Fig. 1: placement view
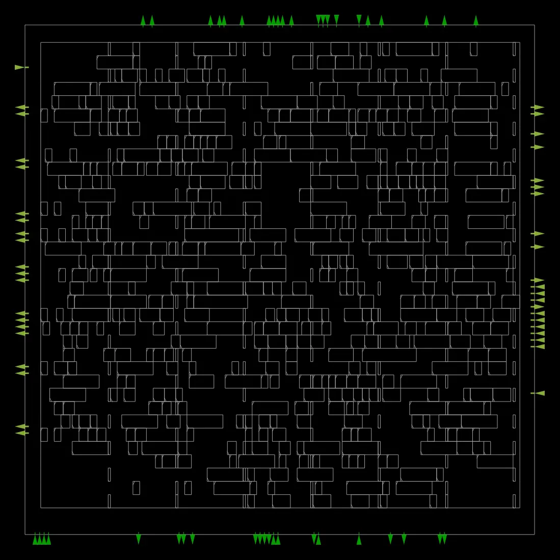
Fig. 2: routed metal, one colour a layer
Drawn at 4 px/um. Only two layers are drawn.
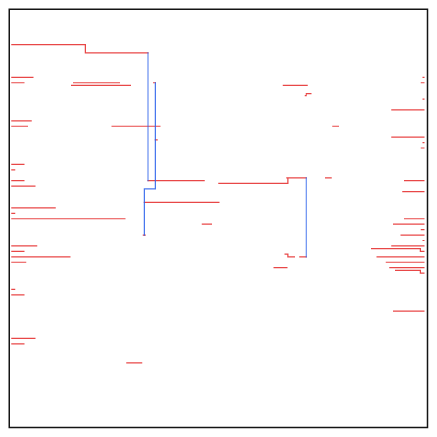
Fig. 3: sequential cells coloured by netlist name
Drawn at 6 px/um.
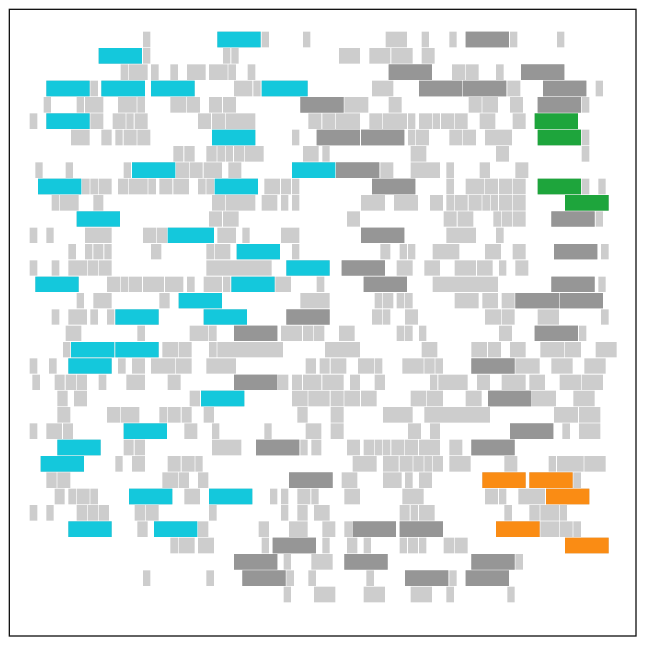
Fig. 4: wiring heat map
Drawn at 4 px/um. The die is cut into 21 by 21 equal tiles; dark blue is low, red is high, scaled to the fullest tile. Values are wire area over tile area, all layers added.
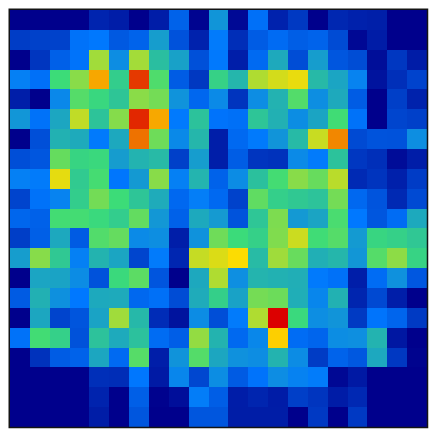
`config.mk`:
```
export PLATFORM = sky130hd
export DESIGN_NAME = seq_ctrl_flat
export DESIGN_NICKNAME = d
export VERILOG_FILES = /design/src/rtl/y86_pkg.sv /design/src/rtl/seq_ctrl_if.sv /design/src/rtl/y86_reg_select.sv /design/src/rtl/seq_ctrl.sv /design/src/flat_wrapper.sv
export SDC_FILE = /design/constraint.sdc
export NUM_CORES = 1
export LEC_CHECK = 0
export CAP_MARGIN = 40
export CELL_PAD_IN_SITES_DETAIL_PLACEMENT = 0
export CELL_PAD_IN_SITES_GLOBAL_PLACEMENT = 1
export CORE_MARGIN = 3
export CORE_UTILIZATION = 37
export DETAILED_ROUTE_END_ITERATION = 12
export PLACE_DENSITY_LB_ADDON = 0.1
export RECOVER_POWER = 50
export SLEW_MARGIN = 10
export SYNTH_ARGS = -nofsm -noshare
export SYNTH_HDL_FRONTEND = slang
export SYNTH_HIERARCHICAL = 1
export SYNTH_SLANG_ARGS = --single-unit
```
`constraint.sdc`:
```
create_clock -name clk -period 3.3 [get_ports clk]
set_clock_uncertainty 0.2 [all_clocks]
set_input_delay 0.825 -clock clk [delete_from_list [all_inputs] [get_ports clk]]
set_output_delay 0.825 -clock clk [all_outputs]
set_load 0.1 [all_outputs]
```
`src/rtl/y86_pkg.sv`:
```
// Shared Y86 definitions: instruction codes, status codes, register IDs,
// the sequencer state encoding and small instruction-class helpers.
package y86_pkg;

  // Instruction codes
  localparam logic [3:0] IHALT   = 4'h0;
  localparam logic [3:0] INOP    = 4'h1;
  localparam logic [3:0] IRRMOVQ = 4'h2;
  localparam logic [3:0] IIRMOVQ = 4'h3;
  localparam logic [3:0] IRMMOVQ = 4'h4;
  localparam logic [3:0] IMRMOVQ = 4'h5;
  localparam logic [3:0] IOPQ    = 4'h6;
  localparam logic [3:0] IJXX    = 4'h7;
  localparam logic [3:0] ICALL   = 4'h8;
  localparam logic [3:0] IRET    = 4'h9;
  localparam logic [3:0] IPUSHQ  = 4'hA;
  localparam logic [3:0] IPOPQ   = 4'hB;

  // Architectural status codes
  localparam logic [2:0] STAT_AOK = 3'd1;
  localparam logic [2:0] STAT_HLT = 3'd2;
  localparam logic [2:0] STAT_ADR = 3'd3;
  localparam logic [2:0] STAT_INS = 3'd4;

  // Register IDs with fixed meaning
  localparam logic [3:0] RSP   = 4'h4;
  localparam logic [3:0] RNONE = 4'hF;

  // Sequencer states
  typedef enum logic [2:0] {
    S_IDLE      = 3'd0,
    S_FETCH     = 3'd1,
    S_DECODE    = 3'd2,
    S_EXECUTE   = 3'd3,
    S_MEMORY    = 3'd4,
    S_WRITEBACK = 3'd5,
    S_PCUPDATE  = 3'd6,
    S_HALT      = 3'd7
  } state_t;

  // True for instructions that touch data memory in the MEMORY stage
  function automatic logic is_mem_op(input logic [3:0] icode);
    logic r;
    case (icode)
      IRMMOVQ, IMRMOVQ, ICALL, IRET, IPUSHQ, IPOPQ: r = 1'b1;
      default:                                      r = 1'b0;
    endcase
    return r;
  endfunction

  // True for the memory instructions that store rather than load
  function automatic logic is_mem_write(input logic [3:0] icode);
    logic r;
    case (icode)
      IRMMOVQ, ICALL, IPUSHQ: r = 1'b1;
      default:                r = 1'b0;
    endcase
    return r;
  endfunction

endpackage

```
`src/rtl/seq_ctrl_if.sv`:
```
// Handshake and control bundle between the SEQ sequencer and its datapath:
// fetch results, data-memory handshake, stage enables and register selects.
interface seq_ctrl_if;

  // Fetch results
  logic       instr_valid;
  logic [3:0] icode;
  logic [3:0] ifun;
  logic [3:0] rA;
  logic [3:0] rB;
  logic       imem_error;

  // Execute condition
  logic       Cnd;

  // Data-memory handshake
  logic       dmem_req;
  logic       dmem_wr;
  logic       dmem_ack;
  logic       dmem_error;

  // Stage enables
  logic       fetch_en;
  logic       decode_en;
  logic       exec_en;
  logic       wb_en;
  logic       pc_en;

  // Register-file port selects
  logic [3:0] srcA;
  logic [3:0] srcB;
  logic [3:0] dstE;
  logic [3:0] dstM;

  // Sequencer side
  modport master (
    input  instr_valid, icode, ifun, rA, rB, imem_error, Cnd, dmem_ack, dmem_error,
    output fetch_en, decode_en, exec_en, wb_en, pc_en, dmem_req, dmem_wr,
    output srcA, srcB, dstE, dstM
  );

  // Datapath side
  modport slave (
    output instr_valid, icode, ifun, rA, rB, imem_error, Cnd, dmem_ack, dmem_error,
    input  fetch_en, decode_en, exec_en, wb_en, pc_en, dmem_req, dmem_wr,
    input  srcA, srcB, dstE, dstM
  );

endinterface

```
`src/rtl/y86_reg_select.sv`:
```
// Combinational map from an instruction's icode/rA/rB and its condition
// flag to the four register-file port selects. Shared with the pipelined core.
module y86_reg_select
  import y86_pkg::*;
(
  input  logic [3:0] icode,
  input  logic [3:0] rA,
  input  logic [3:0] rB,
  input  logic       Cnd,
  output logic [3:0] srcA,
  output logic [3:0] srcB,
  output logic [3:0] dstE,
  output logic [3:0] dstM
);

  // Per-icode port selection; anything not listed uses no register
  always_comb begin
    srcA = RNONE;
    srcB = RNONE;
    dstE = RNONE;
    dstM = RNONE;
    case (icode)
      IRRMOVQ: begin
        srcA = rA;
        if (Cnd) begin
          dstE = rB;
        end else begin
          dstE = RNONE;
        end
      end
      IIRMOVQ: begin
        dstE = rB;
      end
      IRMMOVQ: begin
        srcA = rA;
        srcB = rB;
      end
      IMRMOVQ: begin
        srcB = rB;
        dstM = rA;
      end
      IOPQ: begin
        srcA = rA;
        srcB = rB;
        dstE = rB;
      end
      ICALL: begin
        srcB = RSP;
        dstE = RSP;
      end
      IRET: begin
        srcA = RSP;
        srcB = RSP;
        dstE = RSP;
      end
      IPUSHQ: begin
        srcA = rA;
        srcB = RSP;
        dstE = RSP;
      end
      IPOPQ: begin
        srcA = RSP;
        srcB = RSP;
        dstE = RSP;
        dstM = rA;
      end
      default: begin
        srcA = RNONE;
        srcB = RNONE;
        dstE = RNONE;
        dstM = RNONE;
      end
    endcase
  end

endmodule

```
`src/rtl/seq_ctrl.sv`:
```
// Multi-cycle control sequencer for the Y86 SEQ datapath. Walks each
// instruction through FETCH..PCUPDATE, waits on the data-memory handshake,
// drives register selects and tracks architectural status and retire count.
// All outputs are registered from the next-state values so that each one
// lines up exactly with the cycles spent in the corresponding state.
import y86_pkg::*;

module seq_ctrl #(
  parameter int MEM_TIMEOUT = 16,
  parameter int CNT_W       = 32
) (
  input  logic             clk,
  input  logic             rst,
  input  logic             start,
  seq_ctrl_if.master       bus,
  output logic [2:0]       stat,
  output logic             busy,
  output logic [CNT_W-1:0] instr_count
);

  localparam int TMO_W = $clog2(MEM_TIMEOUT) + 1;
  localparam logic [TMO_W-1:0] TMO_LAST = TMO_W'(MEM_TIMEOUT - 1);

  state_t           state_r;
  state_t           state_nx;
  logic [3:0]       icode_r;
  logic [3:0]       icode_nx;
  logic [3:0]       ra_r;
  logic [3:0]       ra_nx;
  logic [3:0]       rb_r;
  logic [3:0]       rb_nx;
  logic             cnd_r;
  logic             cnd_nx;
  logic [2:0]       stat_nx;
  logic             cnt_inc_s;
  logic [TMO_W-1:0] tmo_r;

  logic [3:0]       src_a_s;
  logic [3:0]       src_b_s;
  logic [3:0]       dst_e_s;
  logic [3:0]       dst_m_s;
  logic             mem_nx_s;
  logic             wr_nx_s;
  logic             rf_window_s;

  // Selects are computed from the fields as they will be latched next cycle,
  // so the registered copies match the instruction being decoded/executed.
  y86_reg_select u_reg_select (
    .icode (icode_nx),
    .rA    (ra_nx),
    .rB    (rb_nx),
    .Cnd   (cnd_nx),
    .srcA  (src_a_s),
    .srcB  (src_b_s),
    .dstE  (dst_e_s),
    .dstM  (dst_m_s)
  );

  // Next-state, field latching, status and retire decisions
  always_comb begin
    state_nx  = state_r;
    icode_nx  = icode_r;
    ra_nx     = ra_r;
    rb_nx     = rb_r;
    cnd_nx    = cnd_r;
    stat_nx   = stat;
    cnt_inc_s = 1'b0;
    case (state_r)
      S_IDLE: begin
        if (start) begin
          state_nx = S_FETCH;
        end else begin
          state_nx = S_IDLE;
        end
      end
      S_FETCH: begin
        if (bus.instr_valid) begin
          icode_nx = bus.icode;
          ra_nx    = bus.rA;
          rb_nx    = bus.rB;
          // Condition is not known until EXECUTE; start each instruction false
          cnd_nx   = 1'b0;
          if (bus.imem_error) begin
            state_nx = S_HALT;
            stat_nx  = STAT_ADR;
          end else if (bus.icode > IPOPQ) begin
            state_nx = S_HALT;
            stat_nx  = STAT_INS;
          end else if (bus.icode == IHALT) begin
            state_nx  = S_HALT;
            stat_nx   = STAT_HLT;
            cnt_inc_s = 1'b1;
          end else begin
            state_nx = S_DECODE;
          end
        end else begin
          state_nx = S_FETCH;
        end
      end
      S_DECODE: begin
        state_nx = S_EXECUTE;
      end
      S_EXECUTE: begin
        cnd_nx   = bus.Cnd;
        state_nx = S_MEMORY;
      end
      S_MEMORY: begin
        if (is_mem_op(icode_r)) begin
          if (bus.dmem_ack) begin
            if (bus.dmem_error) begin
              state_nx = S_HALT;
              stat_nx  = STAT_ADR;
            end else begin
              state_nx = S_WRITEBACK;
            end
          end else if (tmo_r == TMO_LAST) begin
            state_nx = S_HALT;
            stat_nx  = STAT_ADR;
          end else begin
            state_nx = S_MEMORY;
          end
        end else begin
          state_nx = S_WRITEBACK;
        end
      end
      S_WRITEBACK: begin
        state_nx = S_PCUPDATE;
      end
      S_PCUPDATE: begin
        state_nx  = S_FETCH;
        cnt_inc_s = 1'b1;
      end
      S_HALT: begin
        state_nx = S_HALT;
      end
      default: begin
        state_nx = S_IDLE;
      end
    endcase
  end

  // Output decode of the upcoming state
  always_comb begin
    mem_nx_s    = (state_nx == S_MEMORY) && is_mem_op(icode_nx);
    wr_nx_s     = mem_nx_s && is_mem_write(icode_nx);
    rf_window_s = (state_nx == S_DECODE) || (state_nx == S_EXECUTE) ||
                  (state_nx == S_MEMORY) || (state_nx == S_WRITEBACK);
  end

  // State, latched fields, timeout counter, status and retire counter
  always_ff @(posedge clk) begin
    if (rst) begin
      state_r     <= S_IDLE;
      icode_r     <= INOP;
      ra_r        <= RNONE;
      rb_r        <= RNONE;
      cnd_r       <= 1'b0;
      tmo_r       <= {TMO_W{1'b0}};
      stat        <= STAT_AOK;
      instr_count <= {CNT_W{1'b0}};
    end else begin
      state_r <= state_nx;
      icode_r <= icode_nx;
      ra_r    <= ra_nx;
      rb_r    <= rb_nx;
      cnd_r   <= cnd_nx;
      stat    <= stat_nx;
      // Counts cycles spent in MEMORY; any other state clears it for entry
      if (state_r == S_MEMORY) begin
        tmo_r <= tmo_r + {{(TMO_W-1){1'b0}}, 1'b1};
      end else begin
        tmo_r <= {TMO_W{1'b0}};
      end
      if (cnt_inc_s) begin
        instr_count <= instr_count + {{(CNT_W-1){1'b0}}, 1'b1};
      end else begin
        instr_count <= instr_count;
      end
    end
  end

  // Registered stage enables, memory request and register selects
  always_ff @(posedge clk) begin
    if (rst) begin
      bus.fetch_en  <= 1'b0;
      bus.decode_en <= 1'b0;
      bus.exec_en   <= 1'b0;
      bus.wb_en     <= 1'b0;
      bus.pc_en     <= 1'b0;
      bus.dmem_req  <= 1'b0;
      bus.dmem_wr   <= 1'b0;
      bus.srcA      <= RNONE;
      bus.srcB      <= RNONE;
      bus.dstE      <= RNONE;
      bus.dstM      <= RNONE;
      busy          <= 1'b0;
    end else begin
      bus.fetch_en  <= (state_nx == S_FETCH);
      bus.decode_en <= (state_nx == S_DECODE);
      bus.exec_en   <= (state_nx == S_EXECUTE);
      bus.wb_en     <= (state_nx == S_WRITEBACK);
      bus.pc_en     <= (state_nx == S_PCUPDATE);
      bus.dmem_req  <= mem_nx_s;
      bus.dmem_wr   <= wr_nx_s;
      busy          <= (state_nx != S_IDLE) && (state_nx != S_HALT);
      if (rf_window_s) begin
        bus.srcA <= src_a_s;
        bus.srcB <= src_b_s;
        bus.dstE <= dst_e_s;
        bus.dstM <= dst_m_s;
      end else begin
        bus.srcA <= RNONE;
        bus.srcB <= RNONE;
        bus.dstE <= RNONE;
        bus.dstM <= RNONE;
      end
    end
  end

endmodule

```
`src/flat_wrapper.sv`:
```
// flat-port wrapper written by rule: the top's interface ports become plain ports
module seq_ctrl_flat 
#(
  parameter int MEM_TIMEOUT = 16,
  parameter int CNT_W       = 32
)
  (clk, rst, start, stat, busy, instr_count, bus_instr_valid, bus_icode, bus_ifun, bus_rA, bus_rB, bus_imem_error, bus_Cnd, bus_dmem_ack, bus_dmem_error, bus_fetch_en, bus_decode_en, bus_exec_en, bus_wb_en, bus_pc_en, bus_dmem_req, bus_dmem_wr, bus_srcA, bus_srcB, bus_dstE, bus_dstM);
  seq_ctrl_if bus_i ();
  input  logic clk;
  input  logic rst;
  input  logic start;
  output logic [2:0] stat;
  output logic busy;
  output logic [CNT_W-1:0] instr_count;
  input wire logic [$bits(bus_i.instr_valid)-1:0] bus_instr_valid;
  input wire logic [$bits(bus_i.icode)-1:0] bus_icode;
  input wire logic [$bits(bus_i.ifun)-1:0] bus_ifun;
  input wire logic [$bits(bus_i.rA)-1:0] bus_rA;
  input wire logic [$bits(bus_i.rB)-1:0] bus_rB;
  input wire logic [$bits(bus_i.imem_error)-1:0] bus_imem_error;
  input wire logic [$bits(bus_i.Cnd)-1:0] bus_Cnd;
  input wire logic [$bits(bus_i.dmem_ack)-1:0] bus_dmem_ack;
  input wire logic [$bits(bus_i.dmem_error)-1:0] bus_dmem_error;
  output wire logic [$bits(bus_i.fetch_en)-1:0] bus_fetch_en;
  output wire logic [$bits(bus_i.decode_en)-1:0] bus_decode_en;
  output wire logic [$bits(bus_i.exec_en)-1:0] bus_exec_en;
  output wire logic [$bits(bus_i.wb_en)-1:0] bus_wb_en;
  output wire logic [$bits(bus_i.pc_en)-1:0] bus_pc_en;
  output wire logic [$bits(bus_i.dmem_req)-1:0] bus_dmem_req;
  output wire logic [$bits(bus_i.dmem_wr)-1:0] bus_dmem_wr;
  output wire logic [$bits(bus_i.srcA)-1:0] bus_srcA;
  output wire logic [$bits(bus_i.srcB)-1:0] bus_srcB;
  output wire logic [$bits(bus_i.dstE)-1:0] bus_dstE;
  output wire logic [$bits(bus_i.dstM)-1:0] bus_dstM;
  assign bus_i.instr_valid = bus_instr_valid;
  assign bus_i.icode = bus_icode;
  assign bus_i.ifun = bus_ifun;
  assign bus_i.rA = bus_rA;
  assign bus_i.rB = bus_rB;
  assign bus_i.imem_error = bus_imem_error;
  assign bus_i.Cnd = bus_Cnd;
  assign bus_i.dmem_ack = bus_dmem_ack;
  assign bus_i.dmem_error = bus_dmem_error;
  assign bus_fetch_en = bus_i.fetch_en;
  assign bus_decode_en = bus_i.decode_en;
  assign bus_exec_en = bus_i.exec_en;
  assign bus_wb_en = bus_i.wb_en;
  assign bus_pc_en = bus_i.pc_en;
  assign bus_dmem_req = bus_i.dmem_req;
  assign bus_dmem_wr = bus_i.dmem_wr;
  assign bus_srcA = bus_i.srcA;
  assign bus_srcB = bus_i.srcB;
  assign bus_dstE = bus_i.dstE;
  assign bus_dstM = bus_i.dstM;
  seq_ctrl #(.MEM_TIMEOUT(MEM_TIMEOUT), .CNT_W(CNT_W)) u_core (.clk(clk), .rst(rst), .start(start), .bus(bus_i), .stat(stat), .busy(busy), .instr_count(instr_count));
endmodule
```
==> flow_metrics.tcl <==
# implementation run metrics
set metrics [dict create \
    rsz0062_at_grt "false" \
    final_nets 532 \
    grt_max_degree 30 \
    yosys.area.top_type_share_pct 44.9 \
    seq_cells 80 \
    hold_viol 0 \
    sh_comb_area_pct 40.5 \
    htreeDepth 3 \
    largestClassByArea "combinational gates" \
    portBuffers 78 \
    cts.clk_slew.worst_paths_ns 0.08 \
    min_path_cells 1 \
    layout_top_cells "dfxtp_1 (78), clkbuf_1 (61), nor2_1 (37)" \
    outcome "completed" \
    syn_avg_cell_area_um2 8.66 \
    ff2ff_path_depth 7 \
    buffers 103 \
    drt_iter0_drc 106 \
    yosysMostFrequentCell "dfxtp_1" \
    dp.cells 623 \
    peakVddDrop_mv 0.220 \
    synthArstFlopShare_pct 0 \
    largest_reg_flops 32 \
    viasPerCell 4.98 \
    ys.flops 80 \
    cp_common_cell "or3_1" \
    initial_core_util_pct 38.3 \
    warnings 30 \
]
Back to the opening pictures, Fig. 1:
utilization after layout: 48.4%
Filler cells: 942

Back to the opening pictures, Fig. 2:
M3 -> red  # wire length 379 um
M4 -> blue  # wire length 92.5 um
wirelength, routed: 8520 um
Tot GR Track Use: 16.1%
Routed WL per cell: 13.3 um
via count of the routed design: 3181

Back to the opening pictures, Fig. 3:
`u_core/bus.srcA` -> green  # sequential cells 4, where north-east
`u_core/tmo_r` -> orange  # sequential cells 5, where south-east
`u_core/instr_count` -> cyan  # sequential cells 32
flop share of the area: 35.6%
Seq. pwr: 1.02 mW

Back to the opening pictures, Fig. 4:
nearly empty tiles = 12%
mean over tiles = 0.12
emptiest ninth of the die = south-east
fullest tile = 0.45
tiles over half the peak = 15%

-- where the power goes --
group | internal [mW] | total [mW] | switching [mW] | leakage (nW)
clock | 0.581 | 0.928 | 0.346 | 0.128
sequential | 0.997 | 1.02 | 0.0192 | 0.649
combinational | 0.139 | 0.421 | 0.282 | 0.832
-- cell families (layout without fill, tap and decap cells) --
logic type               Yosys count  count (layout)  synth area share [%]
AND/OR/NAND/NOR                  194             194                  29.6
flip-flops                        80              80                  44.9
AND-OR/OR-AND                     66              66                  11.6
buffers and inverters             37             135                  4.28
XOR/XNOR                          22              22                  5.40
multiplexers                      10              10                  3.16
adder cells (fa/ha/maj)            3               3                  1.05
-- through the flow --
stage	instance area, um2	total power [mW]
floorplan	3570	1.35
global placement	4470	1.48
detailed placement	4470	1.48
CTS	4730	2.42
global route	4510	2.48
finish	4510	2.36
Power and IR drop assume default switching activity.
